==> images/metal_density.png <==
The die is cut into 12 by 10 equal tiles; black is low, pale yellow is high, scaled to the fullest tile. Values are wire area over tile area, all layers added.
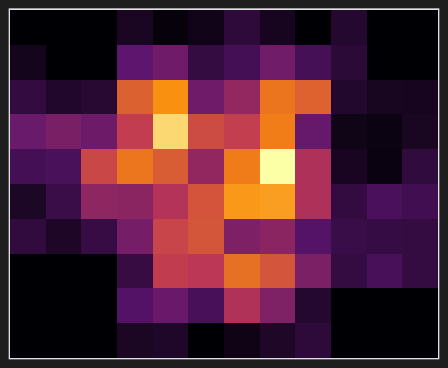
==> images/placement_by_type.png <==
Bar = 20 um. Fill, decap, tap and diode cells in grey.
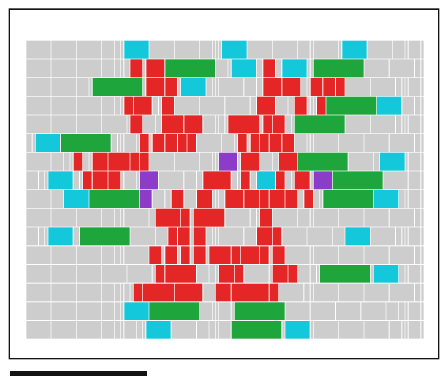
==> images/wires.png <==
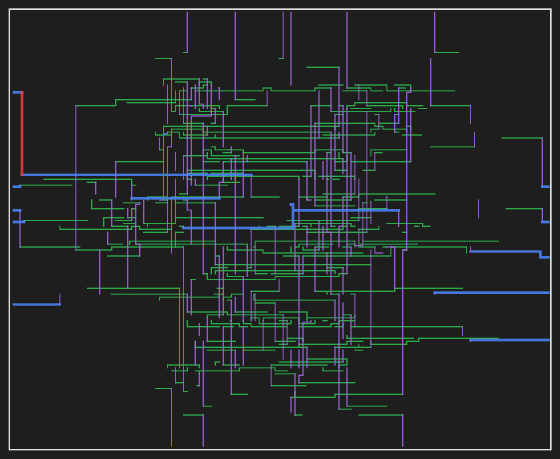
File: src/rtl/scan_decoder_pkg.sv
// Shared types and helpers for the scan/direct line decoder.
package scan_decoder_pkg;

   localparam int unsigned MAX_SEL_W = 6;
   localparam int unsigned MAX_OUT_W = 64;

   typedef enum logic [1:0] {
      ST_IDLE   = 2'd0,
      ST_DIRECT = 2'd1,
      ST_SCAN   = 2'd2
   } state_e;

   // Number of decoded lines for a given select width.
   function automatic int unsigned out_w(input int unsigned sel_w);
      return 32'(1) << sel_w;
   endfunction

   // Full-width one-hot pattern; callers truncate to their own OUT_W.
   function automatic logic [MAX_OUT_W-1:0] onehot(input logic [MAX_SEL_W-1:0] idx,
                                                   input logic active_low);
      logic [MAX_OUT_W-1:0] v;
      v = MAX_OUT_W'(1) << idx;
      return active_low ? ~v : v;
   endfunction

endpackage

File: src/rtl/scan_decoder_timer.sv
// Loadable down-counter holding the scan index on a line for dwell+1 cycles.
module dwell_timer #(
   parameter int unsigned W = 4
) (
   input  logic         clk_i,
   input  logic         rst_i,
   input  logic         load_i,
   input  logic [W-1:0] load_val_i,
   input  logic         dec_i,
   output logic         expired_o
);

   logic [W-1:0] cnt_q, cnt_d;
   logic         expired_q;

   always_comb begin
      cnt_d = cnt_q;
      if (load_i) begin
         cnt_d = load_val_i;
      end else if (dec_i && (cnt_q != '0)) begin
         cnt_d = cnt_q - W'(1);
      end
   end

   // expired tracks cnt==0 as a register, updated alongside the count.
   always_ff @(posedge clk_i) begin
      if (rst_i) begin
         cnt_q     <= '0;
         expired_q <= 1'b1;
      end else begin
         cnt_q     <= cnt_d;
         expired_q <= (cnt_d == '0);
      end
   end

   assign expired_o = expired_q;

endmodule

File: src/rtl/scan_decoder.sv
// N-to-2^N decoder with direct and dwell-timed scan modes, registered outputs.
module scan_decoder
   import scan_decoder_pkg::*;
#(
   parameter int unsigned SEL_W      = 2,
   parameter int unsigned ACTIVE_LOW = 1,
   parameter int unsigned DWELL_W    = 4
) (
   input  logic                    clk,
   input  logic                    rst,
   input  logic                    en_n,
   input  logic                    mode,
   input  logic                    start,
   input  logic [SEL_W-1:0]        sel,
   input  logic [DWELL_W-1:0]      dwell,
   output logic [(2**SEL_W)-1:0]   d_out,
   output logic [SEL_W-1:0]        idx,
   output logic                    busy,
   output logic                    wrap
);

   localparam int unsigned          OUT_W    = out_w(SEL_W);
   localparam logic                 AL       = (ACTIVE_LOW != 0);
   localparam logic [OUT_W-1:0]     INACTIVE = {OUT_W{AL}};
   localparam logic [SEL_W-1:0]     LAST_IDX = SEL_W'(OUT_W - 1);

   state_e            state_q, state_d;
   logic [SEL_W-1:0]  idx_q, idx_d;
   logic [OUT_W-1:0]  d_out_q, d_out_d;
   logic              busy_q, busy_d;
   logic              wrap_q, wrap_d;
   logic              tmr_load, tmr_dec, tmr_expired;

   function automatic logic [OUT_W-1:0] decode(input logic [SEL_W-1:0] i);
      return OUT_W'(onehot(MAX_SEL_W'(i), AL));
   endfunction

   dwell_timer #(
      .W (DWELL_W)
   ) u_timer (
      .clk_i      (clk),
      .rst_i      (rst),
      .load_i     (tmr_load),
      .load_val_i (dwell),
      .dec_i      (tmr_dec),
      .expired_o  (tmr_expired)
   );

   // Priority: en_n > direct mode > start > scan advance.
   always_comb begin
      state_d  = state_q;
      idx_d    = idx_q;
      d_out_d  = d_out_q;
      busy_d   = 1'b0;
      wrap_d   = 1'b0;
      tmr_load = 1'b0;
      tmr_dec  = 1'b0;

      if (en_n) begin
         state_d = ST_IDLE;
         d_out_d = INACTIVE;
      end else if (!mode) begin
         state_d = ST_DIRECT;
         idx_d   = sel;
         d_out_d = decode(sel);
      end else if (start) begin
         state_d  = ST_SCAN;
         idx_d    = sel;
         d_out_d  = decode(sel);
         busy_d   = 1'b1;
         tmr_load = 1'b1;
      end else if (state_q == ST_SCAN) begin
         busy_d = 1'b1;
         if (tmr_expired) begin
            idx_d    = idx_q + SEL_W'(1);
            tmr_load = 1'b1;
            wrap_d   = (idx_q == LAST_IDX);
         end else begin
            tmr_dec = 1'b1;
         end
         d_out_d = decode(idx_d);
      end
   end

   always_ff @(posedge clk) begin
      if (rst) begin
         state_q <= ST_IDLE;
         idx_q   <= '0;
         d_out_q <= INACTIVE;
         busy_q  <= 1'b0;
         wrap_q  <= 1'b0;
      end else begin
         state_q <= state_d;
         idx_q   <= idx_d;
         d_out_q <= d_out_d;
         busy_q  <= busy_d;
         wrap_q  <= wrap_d;
      end
   end

   assign d_out = d_out_q;
   assign idx   = idx_q;
   assign busy  = busy_q;
   assign wrap  = wrap_q;

endmodule

File: config.mk
export PLATFORM = sky130hd
export DESIGN_NAME = scan_decoder
export DESIGN_NICKNAME = d
export VERILOG_FILES = /design/src/rtl/scan_decoder_pkg.sv /design/src/rtl/scan_decoder_timer.sv /design/src/rtl/scan_decoder.sv
export SDC_FILE = /design/constraint.sdc
export NUM_CORES = 1
export LEC_CHECK = 0
export CORE_ASPECT_RATIO = 0.8
export CORE_MARGIN = 2
export CORE_UTILIZATION = 30
export DETAILED_ROUTE_END_ITERATION = 8
export HOLD_SLACK_MARGIN = 0.03
export MAX_ROUTING_LAYER = met4
export PLACE_DENSITY_LB_ADDON = 0.12
export SLEW_MARGIN = 15
export SYNTH_ARGS = -nofsm -noshare
export SYNTH_HDL_FRONTEND = slang
export SYNTH_SLANG_ARGS = --single-unit
File: constraint.sdc
create_clock -name clk -period 2.5 [get_ports clk]
set_input_delay 0.375 -clock clk [delete_from_list [all_inputs] [get_ports clk]]
set_output_delay 0.375 -clock clk [all_outputs]
set_load 0.01 [all_outputs]
==> out/metrics.cfg <==
[worst_setup_path]
cp-start-kind = flip-flop
crit_start = u_timer.cnt_q[0]
worstSetupEndpoint = u_timer.expired_o
rr_endpoint = u_timer.expired_o
worstRegToRegCells = 7
reg2reg_slack_ns = 0.58
path_max_fanout = 4
r2r-start = u_timer.cnt_q[0]
crit_required_ns = 2.66
worstSetupEndpointType = flip-flop
cp.arrival_ns = 2.09
crit_type = reg2reg

[cells_and_area]
nets = 136
diodes = 0
n_fill_cell = 285
area_growth_pct = 29.1
drive_gt1_frac = 0.0738

[synth]
avgSynthCellArea_um2 = 7.84
netlist_instances = 104
syn_area_um2 = 816
synth_cell_types = 33
ff_type = dfxtp_1
ys_warn_count = 0
ys_ff = 15
edf_count = 0
syn_nets = 117
async_flop_share = 0
synth_seq_share = 0.368
ys_chip_area_um2 = 816
ys_cells = 104

[sta]
post-route-period-util = 0.768
max_freq_mhz = 521
post-route-min-period_ns = 1.92
finalSetupTns_ns = 0
slew_headroom = 0.725
rsz0062_at_grt = no
hold-worst-slack_ns = 0.541
worst_pin_slew_ns = 0.411
hold_violations = 0
setup_violations = 0
slew_viol_final = 0
skew_ns = 0.00391

[run_status]
status = completed

[detailed_routing]
dr.first_iter.drc_count = 25
drc = 0
antenna_left = 0
drt-vias-per-instance = 4.92
drt-pass1-iter-count = 4

[placed_design]
place_area_um2 = 1030
port-buffer-count = 18
hpwl_mm = 1.47
place_congestion = 0.811

[power]
fin_total_pwr_w = 0.000511
p_per_area_nw_per_um2 = 485
vdd_drop_max_mv = 0.224
p_leak_nw = 0.383

[clock_tree]
cts_tree = yes
cts_buffer_depth = 2
cts_inserted_buffers = 3
cts_setup_buffers = 0
clkTransAtPathRegs_ns = 0.09
worst_skew_pair.late_latency_ns = 0.28
cts_root_buffer = clkbuf_4
post_cts_resized = 0
cts.sinks = 15
h-tree-depth = 1
ctsHoldBuffers = 0

[grt]
first_global_vias = 691
grt_first_pass_wirelength_mm = 3.18
grt_max_degree = 13
antenna_found_initial = 0
grt_overflow = 0

[floorplan]
rows = 16
initial_core_util = 0.323
dieArea_um2 = 3150
die_h_um = 50.6
die_w_um = 62.3
ioPinCount = 19

[worst_hold_path]
min_path_type = reg2reg

[job]
warnings = 26
max_cap_viol_count = 0

## Picture notes: metal_density.png
tiles over half the peak	18%
fullest tile	0.41
densest ninth of the die	middle
mean over tiles	0.097
emptiest ninth of the die	bottom left

## Picture notes: placement_by_type.png
colour	class	cells	share of their area
purple	clock drivers and dummy loads	4	2.7%
green	flops	15	30%
cyan	other buffers and delay cells	19	19%
red	combinational and other logic	84	49%
Util after Layout: 0.418
Core Area: 2520 um2
Finished Cell Area: 1050 um2

## Picture notes: wires.png
colour	layer	wire length
red	metal 4	9.50 um
green	metal 1	1,060 um
purple	metal 2	759 um
blue	metal 3	106 um
final wirelength: 1.94 mm
via count: 778
Total GRT Usage: 0.136
Avg WL per Cell: 12.3 um

==> layer usage <==
layer / GRT usage / vias up / routed length, um
met1: 0.185 / 352 / 1060
li1: - / 409 / -
met5: - / - / 0
met3: 0.0605 / 2 / 106
met2: 0.187 / 15 / 758
met4: 0.0222 / 0 / 9
==> layout make-up <==
type | instances | area [um2] | share of cell area
timing repair buffer | 19 | 188 | 0.178
clock buffer | 3 | 22.5 | 0.0214
sequential | 15 | 300 | 0.285
inverter | 4 | 15.0 | 0.0143
multi-input combinational | 80 | 478 | 0.454
tap | 36 | 45.0 | 0.0428
clock inverter | 1 | 5.00 | 0.00475
==> sequential cells by signal, indices dropped and copies added (netlist names) <==
signal and count:
busy 1, d_out 4, idx 2, state_q 2
u_timer.cnt_q 4, u_timer.expired_o 1, wrap 1
==> layout by cell type (no fill, tap or decap), types with 2 or more instances in the layout <==
cell type and count:
a211oi_1 4, a21oi_1 5, clkbuf_4 3, clkdlybuf4s50_1 18, dfxtp_1 15, ha_1 2, inv_1 4, nand2_1 11
nand2b_1 2, nand3_1 3, nand3b_1 2, nor2_1 14, nor3_1 8, nor3b_1 3, nor4_1 2, o21ai_0 6
o22ai_1 2
==> per-stage QoR <==
stage | std cells | setup slack (ns)
final | 158 | 0.579
after floorplan | 104 | 0.725
after global placement | 154 | 0.376
after detailed placement | 154 | 0.333
after CTS | 158 | 0.569
after global routing | 158 | 0.451
==> cell usage after synthesis (all sizes together), types with 3 or more instances <==
cell	number	area (um2)
nor3b	3	22.5
inv	4	15.0
nor2	15	58.8
nand3	3	15.0
clkbuf	4	15.0
o21ai	7	35.0
nand2	11	41.3
a211oi	5	42.5
a21oi	5	25.0
nor3	8	40.0
dfxtp	15	300
nand3b	3	26.3
==> worst min path at each step <==
stage	cells past startpoint	end	slack, ns	startpoint
CTS	2	state_q[0]	0.54	state_q[0]
global route	2	u_timer.cnt_q[3]	0.60	u_timer.cnt_q[3]
global placement	2	state_q[0]	0.52	state_q[0]
detailed placement	2	state_q[0]	0.52	state_q[0]
floorplan	2	state_q[0]	0.48	state_q[0]
finish	2	state_q[0]	0.54	state_q[0]
==> power by group <==
| part | switching (W) | leakage [nW] | internal (W) |
|---|---|---|---|
| registers | 0.0000192 | 0.123 | 0.000251 |
| clock network | 0.0000800 | 0.0177 | 0.0000594 |
| logic | 0.0000498 | 0.243 | 0.0000522 |
==> cell families after synthesis <==
group / share of synthesized area
adder cells (fa/ha/maj): 0.0307
multiplexers: 0.0138
buffers and inverters: 0.0460
flip-flops: 0.368
AND/OR/NAND/NOR: 0.330
AND-OR/OR-AND: 0.212
==> critical path: stages (launching register included) <==
cell      delay [ns]
dfxtp_1         0.32
inv_1           0.10
ha_1            0.21
or3b_1          0.39
nand3_1         0.12
mux2_1          0.33
a211oi_2        0.24
nor4_1          0.09
Power and IR drop assume default switching activity.
